$ cat src/rtl/pc_sequencer.sv
// Fetch-address controller: owns the PC, resolves branch/jump targets from decode,
// and sequences the one-cycle squash of the wrong-path instruction after a redirect.
module pc_sequencer #(
    parameter logic [31:0] RESET_PC = 32'h0000_0000
) (
    input  logic        clk,
    input  logic        rst,
    input  logic        stall,
    input  logic        br_valid,
    input  logic        br_taken,
    input  logic        j_valid,
    input  logic [31:0] pc4,
    input  logic [15:0] br_imm,
    input  logic [25:0] j_index,
    output logic [31:0] pc,
    output logic        fetch_valid,
    output logic        flush,
    output logic [15:0] redirect_cnt,
    output logic [1:0]  dbg_state
);

    typedef enum logic [1:0] {
        BOOT  = 2'd0,
        RUN   = 2'd1,
        FLUSH = 2'd2
    } state_t;

    state_t      state_q, state_d;
    logic [31:0] pc_q, pc_d;
    logic [15:0] cnt_q, cnt_d;
    logic [31:0] br_target;
    logic [31:0] j_target;
    logic        accept;

    // Requests are levels, not pulses: they are only looked at in an accepting
    // cycle (RUN, no stall); decode re-presents anything it held during a stall.
    always_comb begin
        br_target = pc4 + {{14{br_imm[15]}}, br_imm, 2'b00};
        j_target  = {pc4[31:28], j_index, 2'b00};
        accept    = (state_q == RUN) && !stall && (j_valid || (br_valid && br_taken));

        state_d = state_q;
        pc_d    = pc_q;
        cnt_d   = cnt_q;
        case (state_q)
            BOOT: state_d = RUN;
            RUN: begin
                if (accept) begin
                    pc_d    = j_valid ? j_target : br_target;
                    cnt_d   = cnt_q + 16'd1;
                    state_d = FLUSH;
                end else if (!stall) begin
                    pc_d = pc_q + 32'd4;
                end
            end
            FLUSH: begin
                // Decode holds the squashed wrong-path instruction, so requests are ignored.
                state_d = RUN;
                if (!stall) pc_d = pc_q + 32'd4;
            end
            default: state_d = BOOT;
        endcase
    end

    always_ff @(posedge clk) begin
        if (rst) begin
            state_q <= BOOT;
            pc_q    <= RESET_PC;
            cnt_q   <= 16'd0;
        end else begin
            state_q <= state_d;
            pc_q    <= pc_d;
            cnt_q   <= cnt_d;
        end
    end

    assign pc           = pc_q;
    assign redirect_cnt = cnt_q;
    assign flush        = (state_q == FLUSH);
    assign fetch_valid  = (state_q != BOOT) && !stall;
    assign dbg_state    = state_q;

endmodule

$ cat config.mk
export PLATFORM = sky130hd
export DESIGN_NAME = pc_sequencer
export DESIGN_NICKNAME = d
export VERILOG_FILES = /design/src/rtl/pc_sequencer.sv
export SDC_FILE = /design/constraint.sdc
export NUM_CORES = 1
export LEC_CHECK = 0
export CORE_MARGIN = 3
export CORE_UTILIZATION = 50
export CTS_BUF_LIST = sky130_fd_sc_hd__clkbuf_4
export DETAILED_ROUTE_END_ITERATION = 10
export HOLD_SLACK_MARGIN = 0.02
export PLACE_DENSITY = 0.83
export SYNTH_ARGS = -nofsm -noshare
export SYNTH_HDL_FRONTEND = slang
export SYNTH_SLANG_ARGS = --single-unit
$ cat constraint.sdc
create_clock -name clk -period 3.37 [get_ports clk]
set_input_delay 0.8425 -clock clk [delete_from_list [all_inputs] [get_ports clk]]
set_output_delay 0.8425 -clock clk [all_outputs]
set_load 0.01 [all_outputs]
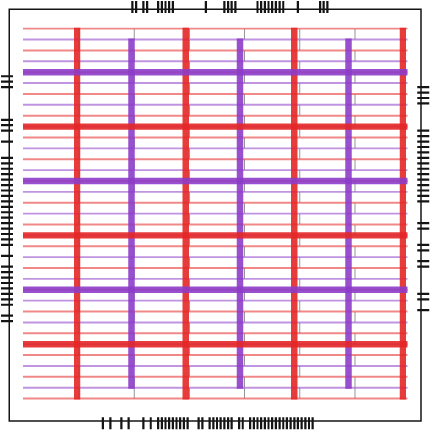
(images/power_grid.png)
(4 px per um) Pins as bars on the die edge. Tap cells in grey.
colour	net
red	VSS
purple	VDD
met5 straps	6
met1 rails	35
met4 straps	7

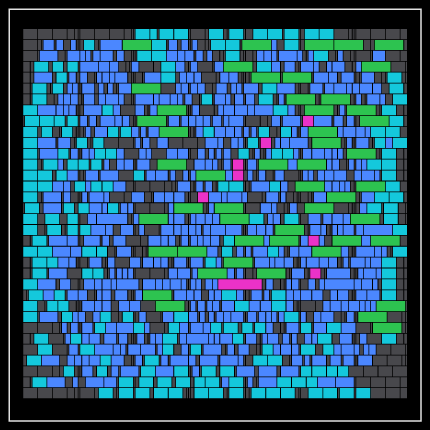
(images/placement_by_type.png)
(4 px per um) Fill, decap, tap and diode cells in grey.
colour	class	cells	share of their area
cyan	remaining buffers and delay cells	208	29%
blue	combinational and other logic	551	54%
magenta	clock drivers and dummy loads	8	1.3%
green	sequential cells	50	15%
core area: 8890 sq um
Seq/total area: 0.151
post-layout util: 0.746

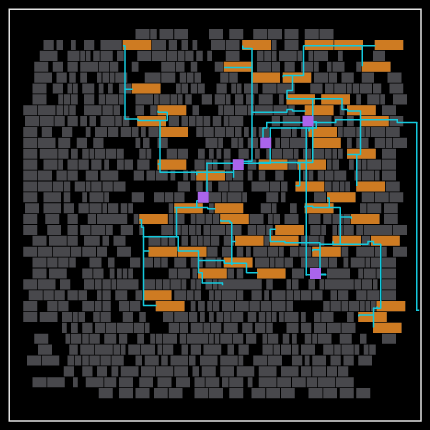
(images/clk_routes.png)
(4 px per um)
[orange] flip-flops | count: 50
[purple] clock drivers | count: 5
[cyan] clock wires | length: 649 um
routed clock nets	6
clock power share: 0.193
clk pwr: 0.000366 W
clock skew: 0.0111 ns
clk_lat worst skew: 0.39 ns

==> impl_metrics.env <==
# flow metrics
export IMPL_crit_fanout=3
export IMPL_worstSetupPathType="input pin to flop"
export IMPL_clock_buffers=5
export IMPL_pin_count=132
export IMPL_power_per_cell_area_nw_per_um2=286
export IMPL_rr_worst_depth=7
export IMPL_slowest_stage="or4_1"
export IMPL_slowest_delay_ns=0.46
export IMPL_sw_frac_of_total=0.368
export IMPL_synth_net_count=750
export IMPL_cell_internal_pwr_w=0.00120
export IMPL_cts_sinks=50
export IMPL_status="completed"
export IMPL_arrival_ns=3.56
export IMPL_layout_drive_gt1_share=0.141
export IMPL_place_congestion=0.924
export IMPL_final_antenna_net_count=0
export IMPL_synth_async_reset_ratio=0
export IMPL_ys_seq_frac=0.215
export IMPL_remaining_drc_errors=0
export IMPL_nonClkBufAreaFrac=0.284
export IMPL_yosys_area_sq_um=4660
export IMPL_vias_per_cell=5.93
export IMPL_layout_nets=932
export IMPL_synthMuxAreaShare=0.0150
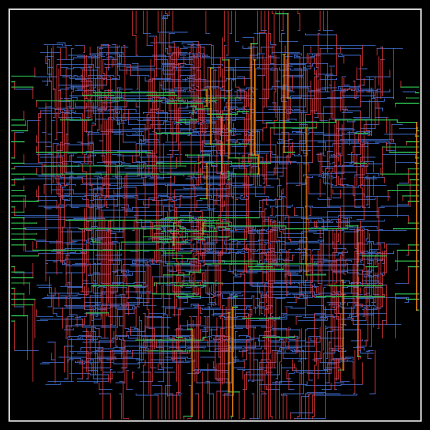
(images/wires.png)
(4 px per um)
colour	layer	wire length
green	metal 3	1090 um
orange	metal 4	389 um
red	metal 2	7500 um
blue	metal 1	6290 um
WL per Instance: 16.5 um
WL final: 15.3 mm
via count: 5483
Total Routing Usage GR: 0.288

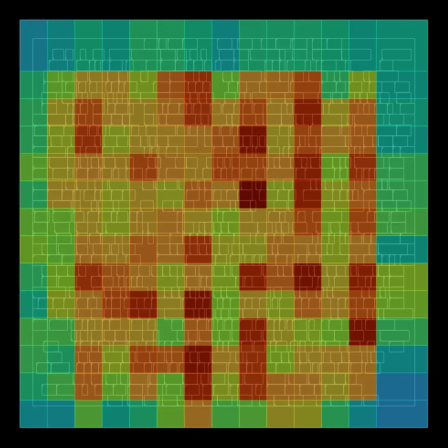
(images/congestion.png)
met2 GRT Util: 0.502
Most Crowded Layer GR: met2
met3 Resource Use GR: 0.0311
met1 Use GR: 0.373

## cell usage after synthesis (4+ instances only)
cell type / number
nand2_1: 69
a22oi_1: 6
or4_1: 4
a21oi_1: 66
nor2b_1: 4
a21o_1: 14
nand2b_1: 7
clkbuf_1: 24
xnor2_1: 16
o211ai_1: 7
a211oi_1: 10
nand3_1: 23
and4_1: 6
nor3_1: 19
nand3b_1: 5
o31ai_1: 5
dfxtp_1: 50
inv_1: 15
nand4_1: 10
o21ai_0: 46
ha_1: 35
and2_1: 5
nor2_1: 66
nor4_1: 4
mux2i_1: 7
xor2_1: 18
o21ai_1: 4
and3_1: 10
## per-layer routing
layer / vias to the layer above / part of all wire / global-route usage
li1: 2697 / - / -
met4: 0 / 0.025 / 0.0918
met5: - / 0 / 0
met3: 36 / 0.071 / 0.0311
met2: 260 / 0.49 / 0.502
met1: 2490 / 0.41 / 0.373
## flip-flops by register name, indices dropped and copies added, names as in the netlist
register and cells:
dbg_state 2, pc 32, redirect_cnt 16
## placed cells by master (no fill, tap or decap), types with 7 or more instances in the layout
| master | n |
|---|---|
| nand2b_1 | 7 |
| a211oi_1 | 10 |
| nand3_1 | 23 |
| inv_1 | 15 |
| xor2_1 | 18 |
| nand2_1 | 69 |
| dfxtp_1 | 50 |
| a21o_1 | 14 |
| clkdlybuf4s50_1 | 130 |
| xnor2_1 | 16 |
| o211ai_1 | 7 |
| mux2i_1 | 7 |
| nand4_1 | 10 |
| o21ai_0 | 45 |
| nor3_1 | 19 |
| ha_1 | 35 |
| buf_4 | 77 |
| a21oi_1 | 64 |
| and3_1 | 10 |
| nor2_1 | 66 |
Power and IR drop assume default switching activity.
